$ cat src/rtl/torus_sw_alloc.sv
// rtl/torus_sw_alloc.sv - switch allocator and flow control for one torus router (W/N/P in, E/S/X out)
module torus_sw_alloc #(
    parameter int X_W = 3,
    parameter int Y_W = 3
) (
    input  logic           clk,
    input  logic           rst_n,
    input  logic [X_W-1:0] my_x,
    input  logic [Y_W-1:0] my_y,
    input  logic           w_vld,
    input  logic           n_vld,
    input  logic           p_vld,
    input  logic           w_tail,
    input  logic           n_tail,
    input  logic           p_tail,
    input  logic [X_W-1:0] w_dx,
    input  logic [X_W-1:0] n_dx,
    input  logic [X_W-1:0] p_dx,
    input  logic [Y_W-1:0] w_dy,
    input  logic [Y_W-1:0] n_dy,
    input  logic [Y_W-1:0] p_dy,
    output logic           w_rdy,
    output logic           n_rdy,
    output logic           p_rdy,
    input  logic           e_rdy,
    input  logic           s_rdy,
    input  logic           x_rdy,
    output logic           e_vld,
    output logic           s_vld,
    output logic           x_vld,
    output logic           w2e,
    output logic           p2e,
    output logic           n2s,
    output logic           w2s,
    output logic           p2s,
    output logic           n2x,
    output logic           w2x,
    output logic           err_route,
    output logic           err_self
);

    typedef enum logic [1:0] {
        IDLE = 2'd0,
        XFER = 2'd1,
        SINK = 2'd2
    } in_state_t;

    in_state_t w_st, n_st, p_st;

    // Dimension-ordered route decode, valid only while the input is IDLE (head flit)
    logic w_to_e, w_to_s, w_to_x;
    logic n_to_s, n_to_x;
    logic p_to_e, p_to_s, p_to_k;

    assign w_to_e = (w_dx != my_x);
    assign w_to_s = !w_to_e && (w_dy != my_y);
    assign w_to_x = !w_to_e && !w_to_s;
    assign n_to_s = (n_dy != my_y);
    assign n_to_x = !n_to_s;
    assign p_to_e = (p_dx != my_x);
    assign p_to_s = !p_to_e && (p_dy != my_y);
    assign p_to_k = !p_to_e && !p_to_s;

    logic w_req, n_req, p_req;
    assign w_req = (w_st == IDLE) && w_vld;
    assign n_req = (n_st == IDLE) && n_vld;
    assign p_req = (p_st == IDLE) && p_vld;

    // Request vectors, indexed in each output's candidate order
    logic [1:0] req_e;
    logic [2:0] req_s;
    logic [1:0] req_x;
    assign req_e = {p_req && p_to_e, w_req && w_to_e};
    assign req_s = {p_req && p_to_s, w_req && w_to_s, n_req && n_to_s};
    assign req_x = {w_req && w_to_x, n_req && n_to_x};

    logic free_e, free_s, free_x;
    assign free_e = !(w2e || p2e);
    assign free_s = !(n2s || w2s || p2s);
    assign free_x = !(n2x || w2x);

    logic       ptr_e;
    logic [1:0] ptr_s;
    logic       ptr_x;
    logic [1:0] gnt_e;
    logic [2:0] gnt_s;
    logic [1:0] gnt_x;

    always_comb begin
        gnt_e = 2'b00;
        if (free_e) begin
            if (ptr_e == 1'b0) begin
                if (req_e[0])      gnt_e = 2'b01;
                else if (req_e[1]) gnt_e = 2'b10;
            end else begin
                if (req_e[1])      gnt_e = 2'b10;
                else if (req_e[0]) gnt_e = 2'b01;
            end
        end
    end

    always_comb begin
        gnt_x = 2'b00;
        if (free_x) begin
            if (ptr_x == 1'b0) begin
                if (req_x[0])      gnt_x = 2'b01;
                else if (req_x[1]) gnt_x = 2'b10;
            end else begin
                if (req_x[1])      gnt_x = 2'b10;
                else if (req_x[0]) gnt_x = 2'b01;
            end
        end
    end

    always_comb begin
        gnt_s = 3'b000;
        if (free_s) begin
            case (ptr_s)
                2'd1: begin
                    if (req_s[1])      gnt_s = 3'b010;
                    else if (req_s[2]) gnt_s = 3'b100;
                    else if (req_s[0]) gnt_s = 3'b001;
                end
                2'd2: begin
                    if (req_s[2])      gnt_s = 3'b100;
                    else if (req_s[0]) gnt_s = 3'b001;
                    else if (req_s[1]) gnt_s = 3'b010;
                end
                default: begin
                    if (req_s[0])      gnt_s = 3'b001;
                    else if (req_s[1]) gnt_s = 3'b010;
                    else if (req_s[2]) gnt_s = 3'b100;
                end
            endcase
        end
    end

    // Payload handshake passes straight through the owned output
    assign w_rdy = (w2e && e_rdy) || (w2s && s_rdy) || (w2x && x_rdy);
    assign n_rdy = (n2s && s_rdy) || (n2x && x_rdy);
    assign p_rdy = (p2e && e_rdy) || (p2s && s_rdy) || (p_st == SINK);
    assign e_vld = (w2e && w_vld) || (p2e && p_vld);
    assign s_vld = (n2s && n_vld) || (w2s && w_vld) || (p2s && p_vld);
    assign x_vld = (n2x && n_vld) || (w2x && w_vld);

    logic w_done, n_done, p_done;
    assign w_done = w_vld && w_rdy && w_tail;
    assign n_done = n_vld && n_rdy && n_tail;
    assign p_done = p_vld && p_rdy && p_tail;

    logic w_gnt, n_gnt, p_gnt, p_sink;
    assign w_gnt  = gnt_e[0] || gnt_s[1] || gnt_x[1];
    assign n_gnt  = gnt_s[0] || gnt_x[0];
    assign p_gnt  = gnt_e[1] || gnt_s[2];
    assign p_sink = p_req && p_to_k;

    always_ff @(posedge clk or negedge rst_n) begin
        if (!rst_n) begin
            w_st      <= IDLE;
            n_st      <= IDLE;
            p_st      <= IDLE;
            ptr_e     <= 1'b0;
            ptr_s     <= 2'd0;
            ptr_x     <= 1'b0;
            w2e       <= 1'b0;
            p2e       <= 1'b0;
            n2s       <= 1'b0;
            w2s       <= 1'b0;
            p2s       <= 1'b0;
            n2x       <= 1'b0;
            w2x       <= 1'b0;
            err_route <= 1'b0;
            err_self  <= 1'b0;
        end else begin
            case (w_st)
                IDLE:    if (w_gnt) w_st <= XFER;
                XFER:    if (w_done) w_st <= IDLE;
                default: w_st <= IDLE;
            endcase
            case (n_st)
                IDLE:    if (n_gnt) n_st <= XFER;
                XFER:    if (n_done) n_st <= IDLE;
                default: n_st <= IDLE;
            endcase
            case (p_st)
                IDLE: begin
                    if (p_gnt)       p_st <= XFER;
                    else if (p_sink) p_st <= SINK;
                end
                XFER:    if (p_done) p_st <= IDLE;
                SINK:    if (p_done) p_st <= IDLE;
                default: p_st <= IDLE;
            endcase

            // Selects double as the output lock: set on grant, dropped as the tail leaves
            w2e <= gnt_e[0] || (w2e && !w_done);
            p2e <= gnt_e[1] || (p2e && !p_done);
            n2s <= gnt_s[0] || (n2s && !n_done);
            w2s <= gnt_s[1] || (w2s && !w_done);
            p2s <= gnt_s[2] || (p2s && !p_done);
            n2x <= gnt_x[0] || (n2x && !n_done);
            w2x <= gnt_x[1] || (w2x && !w_done);

            if (gnt_e != 2'b00) ptr_e <= gnt_e[0];
            if (gnt_x != 2'b00) ptr_x <= gnt_x[0];
            if (gnt_s[0])      ptr_s <= 2'd1;
            else if (gnt_s[1]) ptr_s <= 2'd2;
            else if (gnt_s[2]) ptr_s <= 2'd0;

            err_route <= n_gnt && (n_dx != my_x);
            err_self  <= p_sink;
        end
    end

endmodule

$ cat config.mk
export PLATFORM = sky130hd
export DESIGN_NAME = torus_sw_alloc
export DESIGN_NICKNAME = d
export VERILOG_FILES = /design/src/rtl/torus_sw_alloc.sv
export SDC_FILE = /design/constraint.sdc
export NUM_CORES = 1
export LEC_CHECK = 0
export CORE_ASPECT_RATIO = 1.1
export CORE_MARGIN = 5
export CORE_UTILIZATION = 43
export DETAILED_ROUTE_END_ITERATION = 8
export PLACE_DENSITY = 0.8
export SLEW_MARGIN = 20
export SYNTH_ARGS = -nofsm -noshare
export SYNTH_HDL_FRONTEND = slang
export SYNTH_SLANG_ARGS = --single-unit
$ cat constraint.sdc
create_clock -name clk -period 2.5 [get_ports clk]
set_clock_uncertainty 0.1 [all_clocks]
set_input_delay 0.375 -clock clk [delete_from_list [all_inputs] [get_ports clk]]
set_output_delay 0.375 -clock clk [all_outputs]
set_load 0.02 [all_outputs]
Fig. 1: cell classes on the final placement
Bar = 20 µm.
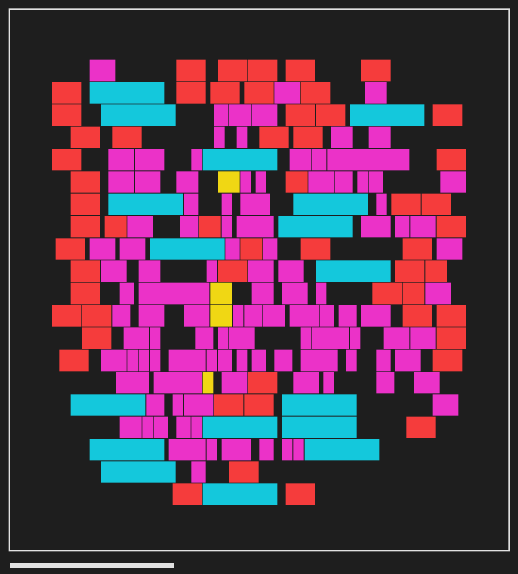
class	color	cells
all other logic	magenta	110
flops	cyan	17
clock drivers and dummy loads	yellow	4
other buffers and delay cells	red	55

Fig. 2: supply network
Pins as bars on the die edge. Tap cells in gray.
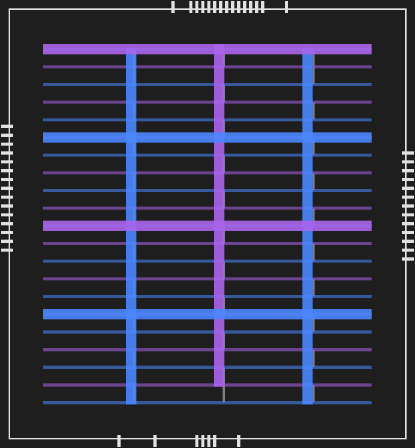
net	color
VDD	purple
VSS	blue
met4 straps	3
tap cells	33
rows	20

Fig. 3: clock wiring as the flow saved it
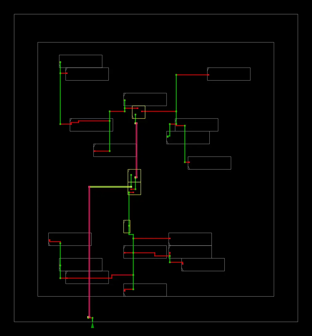
final-layout clock buffer total: 4
total clock buffers created by CTS: 3
clock distribution power: 146 µW
num sequential: 17
Latency at later pin: 0.28 ns

Fig. 4: clock wires, drivers and flops
Bar = 20 µm.
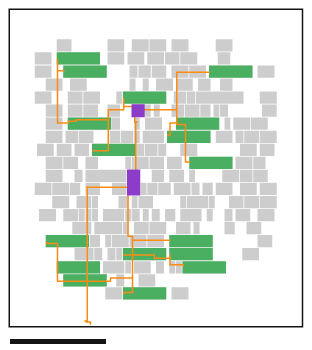
[flip-flops] green | count: 17
[clock wires] orange | length: 220 µm
[cells driving clock nets] purple | count: 3
routed clock nets	4

==> run notes <==
Status of the implementation.

- The run finished with clean final reports.
- Counting distinct cell types in the post-synthesis netlist gives 41.
- The number of antenna diodes in the final layout is 0.
- After detailed routing, the average wire length per cell comes to 16.3 µm.
- The switching portion of total power comes to ~44%.
- In this run the static leakage power is 0.000798 µW.
- The smallest clock period supported by the final layout is computed as 2.30 ns.
- The largest contributor to cell area by class is logic gates, for reference.
- The kind of start point of the critical path is a primary input, for reference.
- The number of setup buffers added after CTS is 0.
- The internal power of the cells totals about 900 µW.
- The flow reports that sequential cells draw roughly a third of the design power.
- The number of hold buffers added after CTS is 0, for reference.
- The area of the multi-input gates is 757 µm², for reference.
- STA classifies the critical path endpoint as a primary output.
- 50 I/O pins were placed.
- The area fraction of the dominant cell type after synthesis is 34.9%, for reference.
- The portion of the post-synthesis area used by sequential elements is a little over a third, for reference.
- The script computed a power per unit cell area of 884 nW/µm².
- The floorplan step set the die height to 65.9 µm.
- The maximum number of buffers from clock root to sink is 2, for reference.
- The type of the worst setup path is in -> out, for reference.
- The number of iterations in the first detailed-routing pass is 4, for reference.
- The flip-flop and latch area is about 430 µm², for reference.
- The most used flip-flop cell is sky130_fd_sc_hd__dfrtp_1, for reference.
- In the post-synthesis netlist, the cell with the most instances is sky130_fd_sc_hd__dfrtp_1.
- STA lists the maximum fanout along the critical path as 5.
- The placement summary gives the final routability congestion estimate as 0.997.
- Cells with a size suffix above 1 make up approximately 8.1% of the layout.
- The layout report gives the register share of total cell area as about a quarter.
- Summed over all sequential cells, the power is 516 µW.
- The highest achievable clock rate is about 0.44 GHz, for reference.
- The final layout report lists a non-clock buffer count of 55.
- In this run the worst hold path is classified as reg -> reg.
- The via count of the first global-routing pass was 1,290.
- The mapped netlist covers 1220 µm².
- The well tap count is 33, for reference.
- Summed over all instances, the cell type with the most area after synthesis is sky130_fd_sc_hd__dfrtp_1.
- Input and output buffers added on the ports amount to 49.
- The final antenna-violating net count is 0, for reference.
- The largest registers in the layout are p_st: 2 flops, ptr_s: 2 flops.
- TritonCTS built the clock tree.
- The overall routed net length is 3.58 mm, for reference.
- The cell family contributing the most delay on the critical path is buffers and inverters, for reference.
- The die outline width is 60.8 µm, for reference.
- The fraction of registers with async set or reset after synthesis is 100%, for reference.
- The H-tree depth is 1, for reference.
- Setup repair after global routing left no endpoint under its margin.
- The script parses the final routing iteration and logs DRC violations as 0.
- Ranking logic cells in the layout by count gives the top entries 49 x sky130_fd_sc_hd__clkdlybuf4s50_1, 17 x sky130_fd_sc_hd__dfrtp_1, 12 x sky130_fd_sc_hd__xor2_1, 11 x sky130_fd_sc_hd__nand2_1, 10 x sky130_fd_sc_hd__inv_1.
- Combinational logic is responsible for between 50% and 60% of the overall power.
- The total area inside the core boundary comes to 2750 µm².
- The initial antenna violation count is 0.
- The most frequent logic cell in the layout is sky130_fd_sc_hd__clkdlybuf4s50_1, for reference.
- On the worst setup and hold paths after CTS, the clock-pin slew comes to 0.09 ns.
- In this run the maximum-capacitance check reported violations numbering 0.
- Counting flops and latches in the post-synthesis netlist gives 17.
- The power report puts the net switching power at 707 µW.
- After filler insertion, the fill cell instance count of the layout stands at 241.
- The floorplan step records an initial core utilization of 44.3%.
- Per the detail_route report, vias per standard cell equal 5.78.
- The non-clock buffer share of cell area is between 20% and 30%, for reference.
- The cell resize tally after clock tree synthesis is 0, for reference.
- The number of buffer and inverter stages on the critical path is 3, for reference.
- The number of standard-cell rows in the floorplan is 20, for reference.
- The instance tally after logic synthesis is about 130, for reference.
- Ranked by total cell area, the synthesized netlist is headed by sky130_fd_sc_hd__dfrtp_1 35%, sky130_fd_sc_hd__xor2_1 8.6%, sky130_fd_sc_hd__xnor2_1 4.3%.
- The critical path goes through clkdlybuf4s50_1 -> a222oi_1 -> inv_1 -> clkdlybuf4s50_1.
- Multi-input logic gates represent a cell area share of 41.5%.
- On the final layout, the worst hold slack is 0.429 ns.
- The dominant power group in this design is combinational logic.
- The placed wire-length estimate is 3.07 mm, for reference.
- The period utilization is around nine tenths, for reference.
- The first global-routing pass estimated 5.63 mm of wire.
- Setup violations remaining at the end of the flow were counted as 0.
- The leftover overflow at the end of global routing is 0, for reference.
- The final layout report lists a non-clock inverter count of 10.
- Global routing consumed, over all layers together, 18.4% of the routing resources.
- The worst endpoint data arrival time is 1.82 ns, for reference.
- The data required time reported for the critical path is 2.03 ns.
- Entering global routing, the biggest net connects 18 pins.
- The slew at the pin with the worst max-slew slack is 0.782 ns, for reference.
==> per-layer routing <==
layer / wire [µm] / GRT usage, % / part of all wire [%] / vias to the layer above
li1: - / - / - / 597
met1: 1350 / 20.0 / 38 / 594
met2: 1840 / 33.7 / 52 / 63
met3: 250 / 2.93 / 7.0 / 12
met4: 131 / 8.40 / 3.7 / 0
met5: 0 / 0 / 0 / -
==> per-stage QoR <==
step | TNS (ns) | std cells | worst slack [ns] | total power (µW) | cell area [µm²]
after floorplan | 0 | 127 | 0.608 | 1070 | 1220
after global placement | 0 | 215 | 0.0197 | 1420 | 1800
after detailed placement | -0.117 | 215 | -0.0723 | 1470 | 1800
after CTS | 0 | 219 | 0.188 | 1610 | 1820
after global routing | 0 | 219 | 0.127 | 1720 | 1820
final | 0 | 219 | 0.202 | 1610 | 1820
==> cell families (layout without fill, tap and decap cells) <==
group	Yosys count	after routing	share of synthesized area (%)
flip-flops	17	17	34.9
AND-OR/OR-AND	36	36	26.7
buffers and inverters	10	69	3.08
adder cells (fa/ha/maj)	4	4	4.10
AND/OR/NAND/NOR	42	42	18.4
XOR/XNOR	18	18	12.9
==> path summary, 6_finish.rpt <==
check	startpoint	end	slack (ns)	cells after the start
min in group asynchronous	rst_n	n2x$_DFF_PN0_	0.44	1
worst min-delay path	p_st[0]$_DFFE_PN0P_	p_st[0]$_DFFE_PN0P_	0.43	1
max in group asynchronous	rst_n	ptr_s[0]$_DFFE_PN0P_	1.37	1
worst min register to register	p_st[0]$_DFFE_PN0P_	p_st[0]$_DFFE_PN0P_	0.43	1
worst max-delay path	p_vld	s_vld	0.20	4
worst max register to register	w_st[0]$_DFFE_PN0P_	p_st[0]$_DFFE_PN0P_	0.55	5
Power and IR drop assume default switching activity.
